**Run 1: sizing map**

Bar = 20 µm.
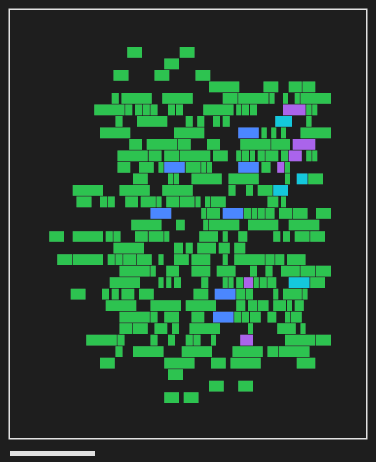
**Run 1: routed clock nets over the placement**

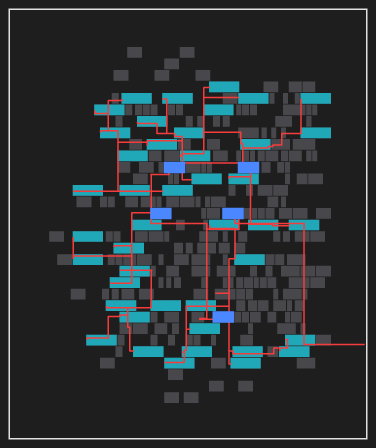
**Run 1: placed standard cells**

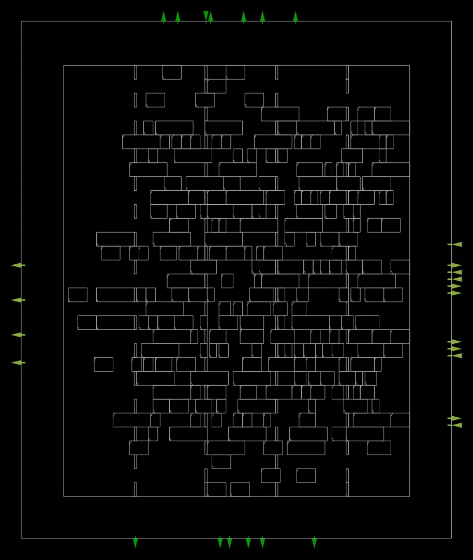
===== src/rtl/mux_scan_pkg.sv =====
// mux_scan_pkg -- shared definitions for the multiplexed bit-scan controller.
//   NUM_CH  : number of mux channels scanned per word
//   SEL_W   : width of the mux select bus
//   CNT_W   : width of the select-settle down-counter
//   state_t : controller FSM encoding
package mux_scan_pkg;

  localparam int NUM_CH = 16;
  localparam int SEL_W  = 4;
  localparam int CNT_W  = 4;

  typedef enum logic [1:0] {
    IDLE   = 2'd0,
    SETTLE = 2'd1,
    SAMPLE = 2'd2,
    HOLD   = 2'd3
  } state_t;

endpackage


===== src/rtl/mux_scan_settle_cnt.sv =====
// mux_scan_settle_cnt -- select-settle down-counter.
// Ports:
//   clk      : clock, rising edge
//   rst_n    : synchronous active-low reset, clears the count
//   load     : load load_val (takes priority over dec)
//   load_val : reload value
//   dec      : decrement by one, holds at zero
//   zero     : count is zero
module mux_scan_settle_cnt
  import mux_scan_pkg::*;
(
  input  logic             clk,
  input  logic             rst_n,
  input  logic             load,
  input  logic [CNT_W-1:0] load_val,
  input  logic             dec,
  output logic             zero
);

  logic [CNT_W-1:0] cnt;

  always_ff @(posedge clk) begin
    if (!rst_n) begin
      cnt <= '0;
    end else if (load) begin
      cnt <= load_val;
    end else if (dec && (cnt != '0)) begin
      cnt <= cnt - 1'b1;
    end
  end

  assign zero = (cnt == '0);

endmodule


===== src/rtl/mux_scan_ctrl.sv =====
// mux_scan_ctrl -- scans a 16:1 mux one channel at a time and assembles the
// sampled bits into a 16-bit word handed off with a valid/ready handshake.
// Each channel spends SETTLE_CYCLES cycles letting the mux output settle after
// sel is applied, then one cycle sampling it.
// Parameters:
//   SETTLE_CYCLES : settle wait per channel, 1..15
// Ports:
//   clk        : clock, rising edge
//   rst_n      : synchronous active-low reset
//   start      : request one scan (honoured only when idle)
//   abort      : cancel a scan in progress
//   sel        : mux channel select
//   mux_out    : mux output bit being sampled
//   word       : last completed scan, bit i = channel i
//   word_valid : word holds a completed scan awaiting acceptance
//   word_ready : consumer accepts word
//   busy       : scan in progress
// Build option:
//   MUX_SCAN_CONTINUOUS_EN : after each accepted word, start the next scan
//                            immediately without waiting for start.
module mux_scan_ctrl
  import mux_scan_pkg::*;
#(
  parameter int SETTLE_CYCLES = 2
) (
  input  logic             clk,
  input  logic             rst_n,
  input  logic             start,
  input  logic             abort,
  output logic [SEL_W-1:0] sel,
  input  logic             mux_out,
  output logic [15:0]      word,
  output logic             word_valid,
  input  logic             word_ready,
  output logic             busy
);

  localparam logic [SEL_W-1:0] LAST_SEL = SEL_W'(NUM_CH - 1);
  localparam logic [CNT_W-1:0] RELOAD   = CNT_W'(SETTLE_CYCLES - 1);

  state_t             state;
  logic [NUM_CH-1:0]  shreg;
  logic [NUM_CH-1:0]  shreg_nx;
  logic               cnt_load;
  logic               cnt_dec;
  logic               cnt_zero;

  // Shift register with the current sample merged in; lets the last channel's
  // bit land in word on the same edge it is captured.
  always_comb begin
    shreg_nx      = shreg;
    shreg_nx[sel] = mux_out;
  end

  // Counter reloads whenever a channel's settle phase begins.
  always_comb begin
    cnt_load = 1'b0;
    if ((state == IDLE) && start) begin
      cnt_load = 1'b1;
    end
    if ((state == SAMPLE) && !abort && (sel != LAST_SEL)) begin
      cnt_load = 1'b1;
    end
`ifdef MUX_SCAN_CONTINUOUS_EN
    if ((state == HOLD) && word_valid && word_ready) begin
      cnt_load = 1'b1;
    end
`endif
  end

  assign cnt_dec = (state == SETTLE) && !abort;

  mux_scan_settle_cnt u_settle_cnt (
    .clk      (clk),
    .rst_n    (rst_n),
    .load     (cnt_load),
    .load_val (RELOAD),
    .dec      (cnt_dec),
    .zero     (cnt_zero)
  );

  always_ff @(posedge clk) begin
    if (!rst_n) begin
      state      <= IDLE;
      sel        <= '0;
      word       <= '0;
      word_valid <= 1'b0;
      busy       <= 1'b0;
      shreg      <= '0;
    end else begin
      case (state)
        IDLE: begin
          if (start) begin
            state <= SETTLE;
            sel   <= '0;
            shreg <= '0;
            busy  <= 1'b1;
          end
        end
        SETTLE: begin
          if (abort) begin
            state <= IDLE;
            sel   <= '0;
            shreg <= '0;
            busy  <= 1'b0;
          end else if (cnt_zero) begin
            state <= SAMPLE;
          end
        end
        SAMPLE: begin
          if (abort) begin
            state <= IDLE;
            sel   <= '0;
            shreg <= '0;
            busy  <= 1'b0;
          end else begin
            shreg <= shreg_nx;
            if (sel == LAST_SEL) begin
              word       <= shreg_nx;
              word_valid <= 1'b1;
              sel        <= '0;
              busy       <= 1'b0;
              state      <= HOLD;
            end else begin
              sel   <= sel + 1'b1;
              state <= SETTLE;
            end
          end
        end
        HOLD: begin
          if (word_valid && word_ready) begin
            word_valid <= 1'b0;
`ifdef MUX_SCAN_CONTINUOUS_EN
            state <= SETTLE;
            sel   <= '0;
            shreg <= '0;
            busy  <= 1'b1;
`else
            state <= IDLE;
`endif
          end
        end
        default: state <= IDLE;
      endcase
    end
  end

endmodule


===== config.mk =====
export PLATFORM = sky130hd
export DESIGN_NAME = mux_scan_ctrl
export DESIGN_NICKNAME = d
export VERILOG_FILES = /design/src/rtl/mux_scan_pkg.sv /design/src/rtl/mux_scan_settle_cnt.sv /design/src/rtl/mux_scan_ctrl.sv
export SDC_FILE = /design/constraint.sdc
export NUM_CORES = 1
export LEC_CHECK = 0
export ABC_CLOCK_PERIOD_IN_PS = 6060
export CORE_ASPECT_RATIO = 1.25
export CORE_MARGIN = 8
export CORE_UTILIZATION = 35
export CTS_BUF_LIST = sky130_fd_sc_hd__clkbuf_8
export DETAILED_ROUTE_END_ITERATION = 8
export PLACE_DENSITY = 0.66
export SLEW_MARGIN = 0
export SYNTH_ARGS = -nofsm -noshare
export SYNTH_HDL_FRONTEND = slang
export SYNTH_HIERARCHICAL = 1
export SYNTH_SLANG_ARGS = --single-unit

===== constraint.sdc =====
create_clock -name clk -period 6.06 [get_ports clk]
set_clock_uncertainty 0.05 [all_clocks]
set_input_delay 1.818 -clock clk [delete_from_list [all_inputs] [get_ports clk]]
set_output_delay 1.818 -clock clk [all_outputs]
set_load 0.02 [all_outputs]

==> qor.txt, run 1 <==
H-tree depth -> 2
hold_sp -> shreg[10]
Synth Area in XOR/XNOR -> 0%
DRT antenna net count -> 0
Reg2Reg Launch Point -> state[1]
io pins -> 28
grt met2 use -> 20.1%
power in combinational cells -> 72.3 µW
Synth top area share -> 42.4%
Synth async-reset ratio -> 0%
cell taking the most area after synthesis -> dfxtp_1
ys cells -> 225
commonest non-fill, non-tap cell in the layout -> dfxtp_1
logic share of the area -> 43.7%
clock slew at reported path FFs -> 80 ps
placement-stage cell area -> 0.00234 mm²
Reg with most FFs -> word
Synth cell types -> 39
GR Overflow Total -> 0
final wirelength -> 4510 µm
Residual DRC -> 0
top comb family, area -> AND-OR/OR-AND gates
Leak -> 0.978 nW
Vias/cell -> 5.17
Hold Crit Depth -> 1
layout cells sized above 1 -> 6.83%
Critical Path Start Type -> primary input
Largest delay share family, worst path -> buffers and inverters
RePlAce Congestion -> 0.813
Critical Path RT -> 6220 ps
Reg power frac -> 52.1%
wire per inst -> 14.3 µm
CTS tree -> built
Slew Viols, Final -> 0
DP HPWL -> 3140 µm
met3 usage -> 3.48%
largest net degree at the start of global routing -> 33
synth warn -> 6
yosys adder share -> 6.79%
Final Core Density -> 42.8%
largest cell class by area -> multi-input combinational cells
worst-path maximum fanout -> 25
fill count -> 575
mux frac, synth -> 8.39%
flop share of the area -> 35.2%
clk cell area share -> 4.10%
Internal Dissipation -> 421 µW
slew of the pin with the lowest slew margin -> 1070 ps
via count -> 1630
top cells by area -> dfxtp_1 42%, mux2i_1 8.4%, ha_1 6.8%
Switching Share -> 25.7%
Setup Buffers After CTS -> 0
final hold vios -> 0
largest registers -> word (16), shreg (15)
M1 WL -> 1960 µm
FF+latch count, synth -> 43
first-pass GRT wire length -> 7870 µm
PnR worst setup slack -> 2390 ps
Simple Share, Synth -> 14.7%
Post-Synthesis Cell Area -> 0.00203 mm²
RSZ-0062 raised after global routing -> no
GR peak layer -> met2
CTS max path bufs -> 2
area added between synthesis and finish -> 20.4%
Skew-Pair Late Insertion Delay -> 290 ps
crit path launch -> rst_n
layout clock buffer count -> 7
Worst Hold Path EP -> shreg[10]
Clock Sinks -> 43
Syn Inst Count -> 225
Post-CTS Resized -> 0
initial antenna violation count -> 0
Core Util at FP -> 35.6%
number of inserted diodes -> 0
final instance area -> 0.00244 mm²
Clk. pwr -> 199 µW
Inserted Clock Buffers -> 5
most frequent cells in the layout -> 43 x dfxtp_1, 27 x clkdlybuf4s50_1, 21 x o21ai_0
nonclk buf count -> 28
Data buffer area share -> 11.4%
Placed Cells -> 307
TNS Setup -> 0 ps
cells along the critical path -> clkdlybuf4s50_1 > buf_4 > inv_1 > nor2_1 > o2bb2ai_1
top cell type by instance count after synthesis -> dfxtp_1
Global Route Usage Sum -> 11.0%
pwr dens -> 232 mW/mm²
outcome -> finished, final reports clean
Die X -> 84.1 µm
Max-slew headroom -> 28.3%
PortBufs -> 27
1st-iter DRT viols -> 57
DR WL met3 -> 244 µm
multi-input gates -> 156
total chip power -> 566 µW
worst reg-to-reg path cell count -> 6
FMAX -> 272 MHz
OpenROAD warning count -> 34
worst hold path class -> register to register
max FFs per register -> 16
clock share of power -> 35.1%
top post-synthesis cells by count -> 43 x dfxtp_1, 21 x o21ai_0, 19 x a21oi_1
fin crit period -> 3670 ps
hold slack -> 417 ps
Critical Path AT -> 3840 ps
Die ar. -> 0.00850 mm²
FF+latch area -> 861 µm²
Yosys Chip Area -> 0.00203 mm²
Max rail drop VDD -> 0.0835 mV
switching pwr -> 146 µW
core area -> 0.00570 mm²
-- 'sizing map' (at the start) --
- blue: x6 and larger (cells 7; share 2.8%)
- green: x1 and smaller (cells 232; share 93%)
- purple: x2 (cells 6; share 2.4%)
- cyan: x3 and x4 (cells 4; share 1.6%)

-- 'routed clock nets over the placement' (at the start) --
- cyan: flip-flops (count 43)
- red: clock wires (length 565 µm)
- blue: clock-net drivers (count 5)
- routed clock nets: 6

-- 'placed standard cells' (at the start) --
seq_cells: 43
n_taps: 66
row cnt: 31

--- run 2 (diff from run 1) ---
Settings changed: ABC_CLOCK_PERIOD_IN_PS 6060 to 3500.
Clock period 6.06 ns to 3.5 ns, I/O delays scaled along.
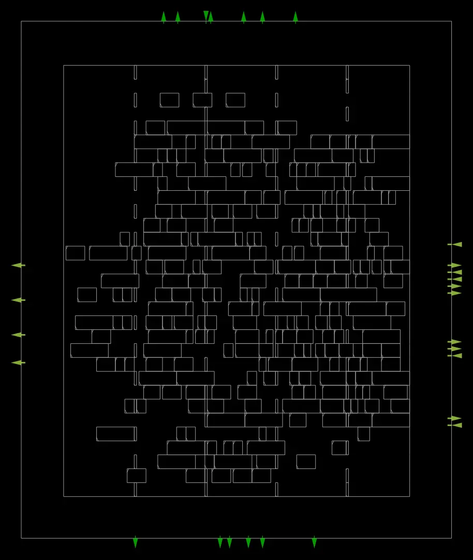
**Above:** run 2 (placed standard cells).
fill count: 551
final std cells w/o fill: 317
core area: 0.00570 mm²
flop share of the area: 34.9%

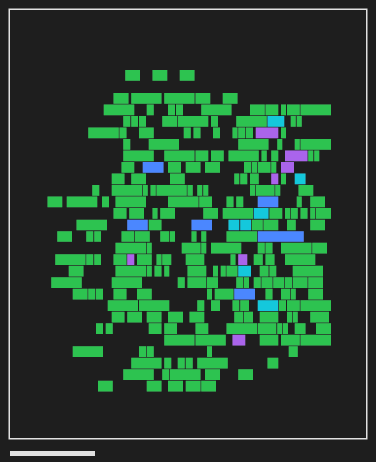
**Above:** run 2 (sizing map).
Bar = 20 µm.
final instance area: 0.00247 mm²
PnR worst setup slack: 750 ps
nonclk buf count: 30
area added between synthesis and finish: 21.8%

==> run 2 against run 1 <==
Die area unchanged. Critical path depth unchanged. Sequential power up 73%. Area after synthesis unchanged. First-iteration DRC count up 47%. Utilization up 0.48 points. Clock-buffer cell count down 2. Worst setup slack worse by 1600 ps. Critical endpoint is now shreg[4].
==> qor.txt, run 2 <==
cells along the critical path -> clkdlybuf4s50_1 > nor2b_4 > nor3_1 > nor2_1 > o2bb2ai_1
FF+latch count, synth -> 43 (unchanged)
slew of the pin with the lowest slew margin -> 1050 ps (-18.8 ps)
met3 usage -> 3.80% (+0.32 points)
mux frac, synth -> 8.39% (unchanged)
largest net degree at the start of global routing -> 25 (-24%)
final hold vios -> 0 (unchanged)
CTS max path bufs -> 2 (unchanged)
Internal Dissipation -> 764 µW (+82%)
Worst Hold Path EP -> shreg[6]
PortBufs -> 27 (unchanged)
Synth cell types -> 39 (unchanged)
Clock Sinks -> 43 (unchanged)
multi-input gates -> 156 (unchanged)
Residual DRC -> 0 (unchanged)
layout cells sized above 1 -> 7.97% (+1.1 points)
via count -> 1644 (+0.86%)
CTS tree -> built
Clk. pwr -> 392 µW (+97%)
OpenROAD warning count -> 34 (unchanged)
GR Overflow Total -> 0 (unchanged)
switching pwr -> 264 µW (+82%)
final wirelength -> 4500 µm (-0.13%)
Synth async-reset ratio -> 0% (unchanged)
top cells by area -> dfxtp_1 42%, mux2i_1 8.4%, ha_1 6.8%
grt met2 use -> 18.5% (-1.6 points)
M1 WL -> 1990 µm (+1.3%)
power in combinational cells -> 126 µW (+74%)
first-pass GRT wire length -> 7770 µm (-1.3%)
synth warn -> 6 (unchanged)
clock slew at reported path FFs -> 90 ps (about the same)
GR peak layer -> met2
Data buffer area share -> 11.9% (+0.48 points)
Post-CTS Resized -> 0 (unchanged)
Die ar. -> 0.00850 mm² (unchanged)
fin crit period -> 2750 ps
row cnt -> 31 (unchanged)
Critical Path RT -> 3680 ps (-2540 ps)
crit path launch -> abort
DP HPWL -> 3170 µm (+0.90%)
layout clock buffer count -> 5 (-2)
Leak -> 0.991 nW (+1.4%)
H-tree depth -> 2 (unchanged)
total chip power -> 1.03 mW (+82%)
worst reg-to-reg path cell count -> 8 (+2)
top cell type by instance count after synthesis -> dfxtp_1
DR WL met3 -> 260 µm (+6.6%)
TNS Setup -> 0 ps (unchanged)
Placed Cells -> 309 (+0.65%)
most frequent cells in the layout -> 43 x dfxtp_1, 27 x clkdlybuf4s50_1, 21 x o21ai_0
max FFs per register -> 16 (unchanged)
clk cell area share -> 4.56% (+0.46 points)
Synth top area share -> 42.4% (unchanged)
largest cell class by area -> multi-input combinational cells
Max rail drop VDD -> 0.196 mV (+140%)
Switching Share -> 25.7% (about the same)
outcome -> finished, final reports clean
largest registers -> word (16), shreg (15)
Vias/cell -> 5.19 (+0.22%)
n_taps -> 66 (unchanged)
wire per inst -> 14.2 µm (-0.76%)
clock share of power -> 38.1% (+3.0 points)
--- run 3 (diff from run 2) ---
Settings changed: ABC_CLOCK_PERIOD_IN_PS 3500 to 2310, PLACE_DENSITY 0.66 to 0.68.
Clock period 3.5 ns to 2.31 ns, I/O delays scaled along.
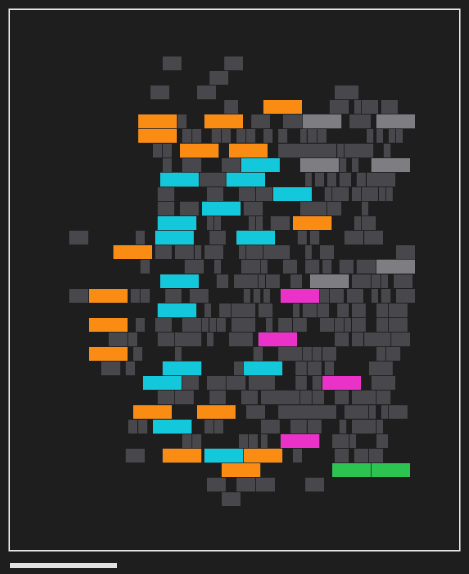
**Above:** run 3 (sequential cells colored by netlist name).
Bar = 20 µm.
- magenta: sel (sequential cells 4)
- green: state (sequential cells 2)
- orange: word (sequential cells 16)
- cyan: shreg (sequential cells 15)

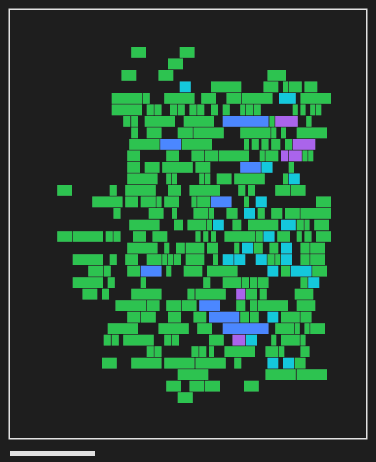
**Above:** run 3 (sizing map).
Bar = 20 µm.
- green: x1 and smaller (cells 232; share 87%)
- blue: x6 and larger (cells 8; share 3.0%)
- purple: x2 (cells 6; share 2.2%)
- cyan: x3 and x4 (cells 22; share 8.2%)

==> run 3 against run 2 <==
Area after synthesis stayed put. Sequential share of layout area is 2.1 points lower. Sequential cell count stayed put. First-iteration DRC count is 1.2% higher. Hold slack worse by 3.6 ps. Worst setup slack worse by 700 ps. Clock power is 74% higher. Critical path type unchanged. Largest cell class unchanged. Highest routed layer unchanged.
==> qor.txt, run 3 <==
final std cells w/o fill -> 334 (+5.4%)
M1 WL -> 2010 µm (+1.0%)
nonclk buf count -> 47 (+57%)
Clock Sinks -> 43 (unchanged)
Seq. pwr -> 774 µW
Clk. pwr -> 681 µW (+74%)
DR WL met3 -> 212 µm (-18%)
Critical Path Start Type -> primary input
final wirelength -> 4590 µm (+2.0%)
crit path launch -> start
initial antenna violation count -> 0
CTS tree -> built
FMAX -> 442 MHz
TNS Setup -> 0 ps (unchanged)
switching pwr -> 390 µW (+48%)
DRT Pass-1 Iters -> 4
first-pass GRT wire length -> 7750 µm (-0.27%)
flop share of the area -> 32.7% (-2.1 points)
final instance area -> 0.00263 mm² (+6.5%)
RR Endpoint -> state[0]
core area -> 0.00570 mm² (unchanged)
crit path kind -> primary input to register
layout cells sized above 1 -> 13.4% (+5.5 points)
hold slack -> 414 ps
OpenROAD warning count -> 34 (unchanged)
1st-iter DRT viols -> 85
slowest CP cell -> nor2_1
outcome -> finished, final reports clean
top cell type by instance count after synthesis -> dfxtp_1
Global Route Usage Sum -> 11.1%
Critical Path AT -> 2430 ps
mean post-synth cell area -> 9.01 µm²
Vias/cell -> 5.10 (-1.7%)
Post-CTS Resized -> 0 (unchanged)
hold_sp -> shreg[5]
top layer in use -> met4
Die ar. -> 0.00850 mm² (unchanged)
met2 routed WL -> 2290 µm
final hold vios -> 0 (unchanged)
cell taking the most area after synthesis -> dfxtp_1
GR Overflow Total -> 0 (unchanged)
largest net degree at the start of global routing -> 25 (unchanged)
worst reg-to-reg path cell count -> 9 (+1)
Reg with most FFs -> word
H-tree depth -> 2 (unchanged)
cells along the critical path -> clkdlybuf4s50_1 > and2b_4 > nor3_1 > nor2_1 > o2bb2ai_1
Reg2Reg Launch Point -> u_settle_cnt/cnt[0]
Yosys Chip Area -> 0.00203 mm²
placement-stage cell area -> 0.00250 mm²
wire per inst -> 13.7 µm (-3.2%)
Max-slew headroom -> 29.5%
max FFs per register -> 16 (unchanged)
Largest delay share family, worst path -> simple AND/OR/NAND/NOR gates
Worst R2R Setup Slack -> 190 ps
largest registers -> word (16), shreg (15)
top cells by area -> dfxtp_1 42%, mux2i_1 8.4%, ha_1 6.8%
grt met2 use -> 19.9% (+1.4 points)
Placed Cells -> 326 (+5.5%)
Syn Inst Count -> 225
Switching Share -> 23.2% (-2.5 points)
Setup Buffers After CTS -> 0
delay of the slowest critical-path stage -> 800 ps
row cnt -> 31 (unchanged)
yosys adder share -> 6.79%
final setup vio count -> 0
fill count -> 558 (+1.3%)
Synth Area in XOR/XNOR -> 0%
DP HPWL -> 3360 µm (+6.1%)
Layout Nets -> 284
FF+latch count, synth -> 43 (unchanged)
Place WS -> -208 ps
n_taps -> 66 (unchanged)
Stages on worst setup path -> 5
Inserted Clock Buffers -> 5
PortBufs -> 27 (unchanged)
Leak -> 1.09 nW (+9.9%)
worst hold path class -> register to register
compound-cell area share of the yosys netlist -> 21.8%
top comb family, area -> AND-OR/OR-AND gates
FF+latch area -> 861 µm²
Critical Path RT -> 2480 ps (-1200 ps)
total chip power -> 1.68 mW (+64%)
Internal Dissipation -> 1.29 mW (+69%)
fin crit period -> 2260 ps
logic share of the area -> 40.6%
Worst Hold Path EP -> shreg[5]
CP endpoint kind -> register
GR peak layer -> met2
Max rail drop VDD -> 0.203 mV (+3.3%)
largest cell class by area -> multi-input combinational cells
buffers plus inverters on the worst setup path -> 1
Synth top area share -> 42.4% (unchanged)
max-cap violations -> 0
slew of the pin with the lowest slew margin -> 1050 ps (-0.0826 ps)
power in combinational cells -> 228 µW (+81%)
CTS max path bufs -> 2 (unchanged)
pwr dens -> 640 mW/mm²
Data buffer area share -> 16.5% (+4.6 points)
met3 usage -> 3.80% (unchanged)
Synth cell types -> 39 (unchanged)
Reg power frac -> 46.0%
mux frac, synth -> 8.39% (unchanged)
GRT met1 Usage -> 11.4%
RePlAce Congestion -> 0.829
most frequent cells in the layout -> 43 x dfxtp_1, 27 x clkdlybuf4s50_1, 21 x o21ai_0
commonest non-fill, non-tap cell in the layout -> dfxtp_1
Die X -> 84.1 µm
Biggest consumer -> sequential cells
layout clock buffer count -> 5 (unchanged)
hold_buf cts -> 0
number of inserted diodes -> 0
multi-input gates -> 156 (unchanged)
number of enable flip-flop cells -> 0
sequential area share after synthesis -> 42.4%
RSZ-0062 raised after global routing -> no
ys cells -> 225
via count -> 1703 (+3.6%)
worst-path maximum fanout -> 15
PnR worst setup slack -> 48.4 ps (-702 ps)
Residual DRC -> 0 (unchanged)
clock share of power -> 40.5% (+2.4 points)
vias in the first global route -> 1725
synth warn -> 6 (unchanged)
Comb area -> 0.00107 mm²
area added between synthesis and finish -> 29.7%
clock slew at reported path FFs -> 80 ps (about the same)
Synth async-reset ratio -> 0% (unchanged)
clk cell area share -> 5.04% (+0.48 points)
No activity file was given, so power comes from the tool's default toggle rates.
